### config.mk
export PLATFORM = sky130hd
export DESIGN_NAME = keypad_scanner_flat
export DESIGN_NICKNAME = d
export VERILOG_FILES = /design/src/rtl/keypad_scanner_if.sv /design/src/rtl/keypad_scanner.sv /design/src/flat_wrapper.sv
export SDC_FILE = /design/constraint.sdc
export NUM_CORES = 1
export LEC_CHECK = 0
export CORE_MARGIN = 2
export CORE_UTILIZATION = 55
export CTS_CLUSTER_DIAMETER = 100
export DETAILED_ROUTE_END_ITERATION = 6
export PLACE_DENSITY = 0.88
export SLEW_MARGIN = 20
export SYNTH_ARGS = -nofsm -noshare
export SYNTH_HDL_FRONTEND = slang
export SYNTH_SLANG_ARGS = --single-unit
### constraint.sdc
create_clock -name clk -period 3.1 [get_ports clk]
set_clock_uncertainty 0.1 [all_clocks]
set_input_delay 0.775 -clock clk [delete_from_list [all_inputs] [get_ports clk]]
set_output_delay 0.775 -clock clk [all_outputs]
set_load 0.01 [all_outputs]
### src/rtl/keypad_scanner_if.sv
// Key event channel from the keypad scanner to its consumer (calculator FSM).
// key_code is held between events; data_ready marks the single cycle it changes.
interface keypad_scanner_if;
    logic [3:0] key_code;
    logic       data_ready;

    modport master (
        output key_code,
        output data_ready
    );

    modport slave (
        input  key_code,
        input  data_ready
    );
endinterface

### src/rtl/keypad_scanner.sv
// 4x4 matrix keypad scanner with per-slot sampling, press/release debouncing and
// one data_ready pulse per accepted press; key_code = {row, col}.
module keypad_scanner #(
    parameter int unsigned SCAN_DIV     = 50000,
    parameter int unsigned DEBOUNCE_CNT = 4
) (
    input  logic             clk,
    input  logic             reset_in,
    output logic [3:0]       row_out,
    input  logic [3:0]       col_in,
    keypad_scanner_if.master key_if
);

    localparam int unsigned SLOT_W = (SCAN_DIV > 1) ? $clog2(SCAN_DIV) : 1;
    localparam int unsigned DEB_W  = $clog2(DEBOUNCE_CNT + 1);
    localparam logic [SLOT_W-1:0] SLOT_LAST = SLOT_W'(SCAN_DIV - 1);
    // Count value at which the current matching sample is the DEBOUNCE_CNT-th one
    localparam logic [DEB_W-1:0]  DEB_LAST  = DEB_W'(DEBOUNCE_CNT - 1);

    typedef enum logic [1:0] {
        ST_SCAN     = 2'd0,
        ST_DEBOUNCE = 2'd1,
        ST_HELD     = 2'd2
    } state_t;

    function automatic logic [1:0] lowest_low_col(input logic [3:0] col);
        logic [1:0] idx;
        if (!col[0]) begin
            idx = 2'd0;
        end else if (!col[1]) begin
            idx = 2'd1;
        end else if (!col[2]) begin
            idx = 2'd2;
        end else begin
            idx = 2'd3;
        end
        return idx;
    endfunction

    function automatic logic [1:0] row_index(input logic [3:0] row);
        logic [1:0] idx;
        case (row)
            4'b1110: idx = 2'd0;
            4'b1101: idx = 2'd1;
            4'b1011: idx = 2'd2;
            4'b0111: idx = 2'd3;
            default: idx = 2'd0;
        endcase
        return idx;
    endfunction

    // A corrupted row pattern falls back to row 0 instead of driving several rows
    function automatic logic [3:0] next_row(input logic [3:0] row);
        logic [3:0] nxt;
        case (row)
            4'b1110: nxt = 4'b1101;
            4'b1101: nxt = 4'b1011;
            4'b1011: nxt = 4'b0111;
            4'b0111: nxt = 4'b1110;
            default: nxt = 4'b1110;
        endcase
        return nxt;
    endfunction

    logic [3:0]        col_meta_q;
    logic [3:0]        col_s_q;
    logic [SLOT_W-1:0] slot_cnt_q;
    logic [SLOT_W-1:0] slot_cnt_d;
    logic [3:0]        row_q;
    logic [3:0]        row_d;
    state_t            state_q;
    state_t            state_d;
    logic [DEB_W-1:0]  deb_cnt_q;
    logic [DEB_W-1:0]  deb_cnt_d;
    logic [1:0]        cap_row_q;
    logic [1:0]        cap_row_d;
    logic [1:0]        cap_col_q;
    logic [1:0]        cap_col_d;
    logic [3:0]        key_code_q;
    logic [3:0]        key_code_d;
    logic              data_ready_q;
    logic              data_ready_d;

    logic              sample_s;
    logic              sample_hit_s;
    logic [1:0]        hit_col_s;
    logic [1:0]        cur_row_s;

    assign sample_s     = (slot_cnt_q == SLOT_LAST);
    assign sample_hit_s = (col_s_q != 4'hF);
    assign hit_col_s    = lowest_low_col(col_s_q);
    assign cur_row_s    = row_index(row_q);

    // Two-flop synchronizer for the asynchronous column inputs
    always_ff @(posedge clk or negedge reset_in) begin
        if (!reset_in) begin
            col_meta_q <= 4'hF;
            col_s_q    <= 4'hF;
        end else begin
            col_meta_q <= col_in;
            col_s_q    <= col_meta_q;
        end
    end

    // Free-running slot counter, independent of the FSM state
    always_comb begin
        slot_cnt_d = slot_cnt_q;
        if (sample_s) begin
            slot_cnt_d = '0;
        end else begin
            slot_cnt_d = slot_cnt_q + SLOT_W'(1);
        end
    end

    // Scan / debounce / held next-state and output logic, evaluated only at sample points
    always_comb begin
        state_d      = state_q;
        row_d        = row_q;
        deb_cnt_d    = deb_cnt_q;
        cap_row_d    = cap_row_q;
        cap_col_d    = cap_col_q;
        key_code_d   = key_code_q;
        data_ready_d = 1'b0;
        if (sample_s) begin
            case (state_q)
                ST_SCAN: begin
                    if (sample_hit_s) begin
                        cap_row_d = cur_row_s;
                        cap_col_d = hit_col_s;
                        deb_cnt_d = DEB_W'(1);
                        state_d   = ST_DEBOUNCE;
                    end else begin
                        row_d = next_row(row_q);
                    end
                end
                ST_DEBOUNCE: begin
                    if (sample_hit_s && (hit_col_s == cap_col_q)) begin
                        if (deb_cnt_q >= DEB_LAST) begin
                            key_code_d   = {cap_row_q, cap_col_q};
                            data_ready_d = 1'b1;
                            deb_cnt_d    = '0;
                            state_d      = ST_HELD;
                        end else begin
                            deb_cnt_d = deb_cnt_q + DEB_W'(1);
                        end
                    end else begin
                        deb_cnt_d = '0;
                        state_d   = ST_SCAN;
                        row_d     = next_row(row_q);
                    end
                end
                ST_HELD: begin
                    if (!sample_hit_s) begin
                        if (deb_cnt_q >= DEB_LAST) begin
                            deb_cnt_d = '0;
                            state_d   = ST_SCAN;
                            row_d     = next_row(row_q);
                        end else begin
                            deb_cnt_d = deb_cnt_q + DEB_W'(1);
                        end
                    end else begin
                        deb_cnt_d = '0;
                    end
                end
                default: begin
                    deb_cnt_d = '0;
                    state_d   = ST_SCAN;
                    row_d     = 4'b1110;
                end
            endcase
        end else begin
            state_d = state_q;
        end
    end

    // State, counters and registered outputs
    always_ff @(posedge clk or negedge reset_in) begin
        if (!reset_in) begin
            slot_cnt_q   <= '0;
            row_q        <= 4'b1110;
            state_q      <= ST_SCAN;
            deb_cnt_q    <= '0;
            cap_row_q    <= 2'd0;
            cap_col_q    <= 2'd0;
            key_code_q   <= 4'd0;
            data_ready_q <= 1'b0;
        end else begin
            slot_cnt_q   <= slot_cnt_d;
            row_q        <= row_d;
            state_q      <= state_d;
            deb_cnt_q    <= deb_cnt_d;
            cap_row_q    <= cap_row_d;
            cap_col_q    <= cap_col_d;
            key_code_q   <= key_code_d;
            data_ready_q <= data_ready_d;
        end
    end

    assign row_out           = row_q;
    assign key_if.key_code   = key_code_q;
    assign key_if.data_ready = data_ready_q;

endmodule

### src/flat_wrapper.sv
// flat-port wrapper written by rule: the top's interface ports become plain ports
module keypad_scanner_flat 
#(
    parameter int unsigned SCAN_DIV     = 50000,
    parameter int unsigned DEBOUNCE_CNT = 4
)
  (clk, reset_in, row_out, col_in, key_if_key_code, key_if_data_ready);
  keypad_scanner_if key_if_i ();
  input  logic clk;
  input  logic reset_in;
  output logic [3:0] row_out;
  input  logic [3:0] col_in;
  output wire logic [$bits(key_if_i.key_code)-1:0] key_if_key_code;
  output wire logic [$bits(key_if_i.data_ready)-1:0] key_if_data_ready;
  assign key_if_key_code = key_if_i.key_code;
  assign key_if_data_ready = key_if_i.data_ready;
  keypad_scanner #(.SCAN_DIV(SCAN_DIV), .DEBOUNCE_CNT(DEBOUNCE_CNT)) u_core (.clk(clk), .reset_in(reset_in), .row_out(row_out), .col_in(col_in), .key_if(key_if_i));
endmodule
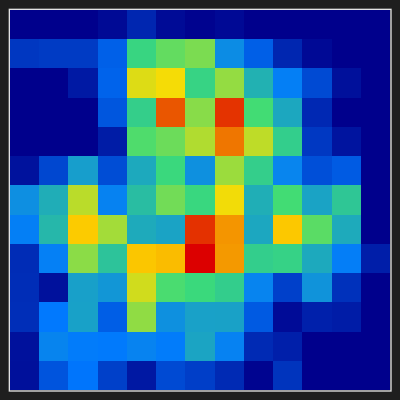
Figure 1: routed metal per tile.
(6 px per µm) The die is cut into 13 by 13 equal tiles; dark blue is low, red is high, scaled to the fullest tile. Values are wire area over tile area, all layers added.
mean over tiles: 0.14
fullest tile: 0.50
nearly empty tiles: 22%
tiles over half the peak: 20%
densest ninth of the die: middle
GRT Util Overall: 19.9%
wire per inst: 14.8 µm
Routed WL: 3.54 mm

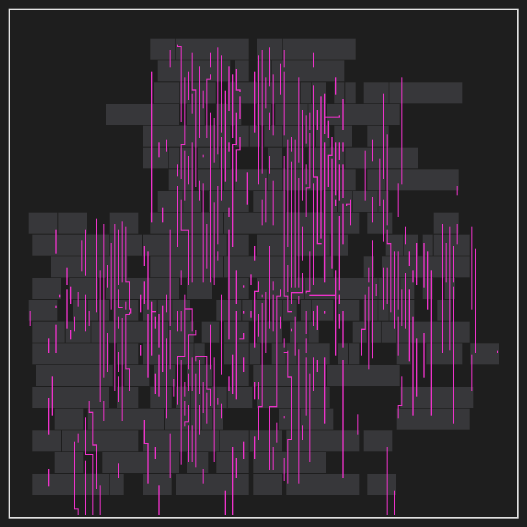
Figure 2: M2 wires.
(8 px per µm) Cells faint in the background.
wire length on this layer: 1,740 µm
longest straight run: 21.1 µm
share of all routed wire: 49%
nets with wire on the layer: 168
main direction: vertical

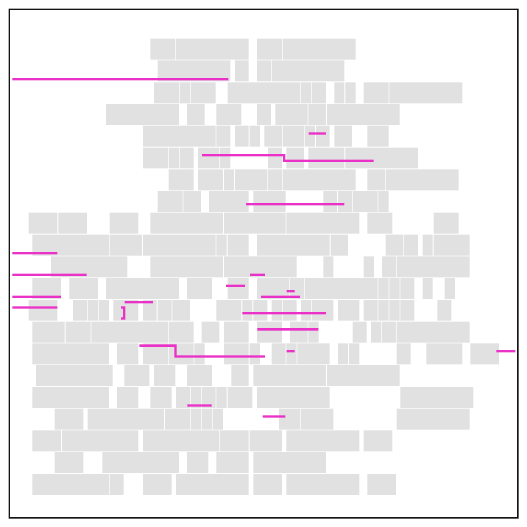
Figure 3: metal 3.
(8 px per µm) Cells faint in the background.
share of all routed wire: 4.1%
wire length on this layer: 144 µm
main direction: horizontal
longest straight run: 26.7 µm
routed via count: 1,375
met3 Usage GRT: 5.00%

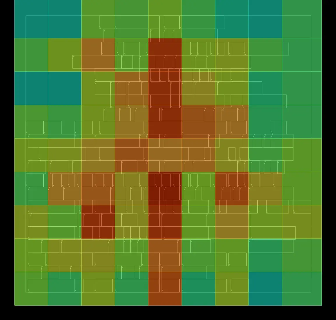
Figure 4: track usage over the die.
Final Util: 64.4%
gr busiest metal: met2

==> reports/metrics.csv <==
stage,metric,value,unit
die,fp_util,57.7,%
critical_path,rr_endpoint,u_core.cap_row_q[1],
power_and_ir_drop,p_sw,0.000202,W
clock_network,cts.repair.resized,0,
clock_network,cts_hold_buf,0,
timing,relSlewSlack,40.8,%
global_route,grt_start_max_net_pins,43,
synth,ys_async_sr_fraction,100,%
power_and_ir_drop,power_frac_clock,32.1,%
synth,syn_inst,176,
synth,flop_cell,dfrtp_1,
critical_path,cp.required,3260,ps
critical_path,r2r_slack,580,ps
synth,ys_seq_share,54.9,%
synth,ys_sh_aoi,9.94,%
synth,muxShareOfSynthArea,4.00,%
routing,firstDrtPassIters,4,
synth,avgSynthCellArea,11.0,µm²
power_and_ir_drop,power_density,394,mW/mm²
synth,syn-num-nets,185,
cells_and_area,mostFrequentLayoutCell,dfrtp_1,
clock_network,clock_sinks,42,
synth,ys_sh_simple,20.3,%
timing,fmax,397,MHz
cells_and_area,lay_top_cells,"31 x dfrtp_1, 16 x nand2_1, 13 x nor2_1, 13 x clkdlybuf4s50_1, 11 x dfstp_2",
cells_and_area,nets,201,
synth,yosysChipArea,0.00194,mm²
synth,edf_count,0,
critical_path,worst-setup-path-type,reg2reg,
placement,dpl_worst_slack,601,ps
worst_hold_path,worstHoldPathCells,0,
worst_hold_path,min-delay-start,u_core.col_meta_q[0],
timing,fin_crit,2520,ps
timing,setup_tns,0,ps
critical_path,cpMostUsedCell,or4_4,
run_status,status,"finished, final reports clean",
timing,hold_viol,0,
die,rows,21,
synth,ys_warn_count,0,
clock_network,clkTransAtPathRegs,130,ps
cells_and_area,layout-drive-gt1-share,18.7,%
critical_path,path_delay_family,simple AND/OR/NAND/NOR gates,
power_and_ir_drop,p_sw_share,23.6,%
global_route,grt_pass1_vias,1294,
power_and_ir_drop,internal_power,0.000653,W
synth,synth-xor-area-share,5.87,%
die,core_area,0.00336,mm²
## synthesized netlist by cell type, types with 3 or more instances
cell | n | share of area (%)
a21oi_1 | 5 | 1.3
clkbuf_1 | 4 | 0.77
dfrtp_1 | 31 | 40
dfstp_2 | 11 | 15
ha_1 | 3 | 1.9
inv_1 | 8 | 1.5
mux2_2 | 6 | 3.5
nand2_1 | 16 | 3.1
nand3_1 | 9 | 2.3
nand4_1 | 5 | 1.6
nor2_1 | 13 | 2.5
nor3_1 | 8 | 2.1
o21ai_0 | 7 | 1.8
o21ai_2 | 4 | 1.8
or3_1 | 3 | 0.97
xnor2_1 | 5 | 2.3
xor2_1 | 8 | 3.6
## per-layer routing
metal	vias to the layer above	routed length [µm]	share of wire (%)	GRT usage, %
li1	659	-	-	-
met1	676	1590	45	26.0
met2	32	1740	49	32.5
met3	8	143	4.0	5.00
met4	0	65	1.8	6.52
met5	-	0	0	0
## metrics by stage
stage	utilization (%)	cell area, µm²
2_1_floorplan	-	1940
3_3_place_gp	62.7	2110
3_5_place_dp	62.7	2110
4_1_cts	64.4	2170
5_1_grt	64.4	2170
6_report	64.4	2170
## cell type report
type	instances	area (µm²)
well taps	46	57.6
flip-flops and latches	42	1060
fillers	281	1200
multi-input cells	120	815
repair buffers	15	143
clock inverters	3	20.0
clock buffers	5	37.5
inverters	8	30.0
## how the worst max path moves through the flow
stage                                     start                   to  slack (ps)  depth (start not counted)
after floorplan           u_core.slot_cnt_q[13]  u_core.cap_col_q[0]         740                          6
after CTS                  u_core.slot_cnt_q[0]  u_core.cap_row_q[1]         580                          6
after global placement     u_core.slot_cnt_q[0]  u_core.cap_col_q[0]         710                          6
after detailed placement   u_core.slot_cnt_q[0]  u_core.cap_row_q[1]         600                          6
final                      u_core.slot_cnt_q[0]  u_core.cap_row_q[1]         580                          6
after global routing       u_core.slot_cnt_q[0]  u_core.cap_row_q[1]         440                          6
## power by group through the flow
| stage | Sequential (W) | Combinational [W] | Clock [W] |
|---|---|---|---|
| floorplan | 0.000570 | 0.00000338 | 0 |
| global placement | 0.000570 | 0.0000195 | 0 |
| detailed placement | 0.000570 | 0.0000201 | 0 |
| CTS | 0.000561 | 0.0000202 | 0.000281 |
| global route | 0.000562 | 0.0000228 | 0.000305 |
| finish | 0.000561 | 0.0000196 | 0.000274 |
## kinds of logic (layout without fill, tap and decap cells)
family / after synthesis / after routing
compound gates: 28 / 28
xor+xnor: 13 / 13
fa+ha+maj: 3 / 3
buf+inv: 14 / 31
flops: 42 / 42
mux: 7 / 7
simple gates: 69 / 69
## sequential cells by signal, summed over array words and instances, names as in the netlist
name                      flops
u_core.state_q                2
u_core.cap_row_q              2
u_core.key_if.key_code        4
u_core.deb_cnt_q              3
u_core.cap_col_q              2
u_core.row_out                4
u_core.key_if.data_ready      1
u_core.col_meta_q             4
u_core.slot_cnt_q            16
u_core.col_s_q                4
Power figures rest on the tool's default switching activity, not on a simulated workload.
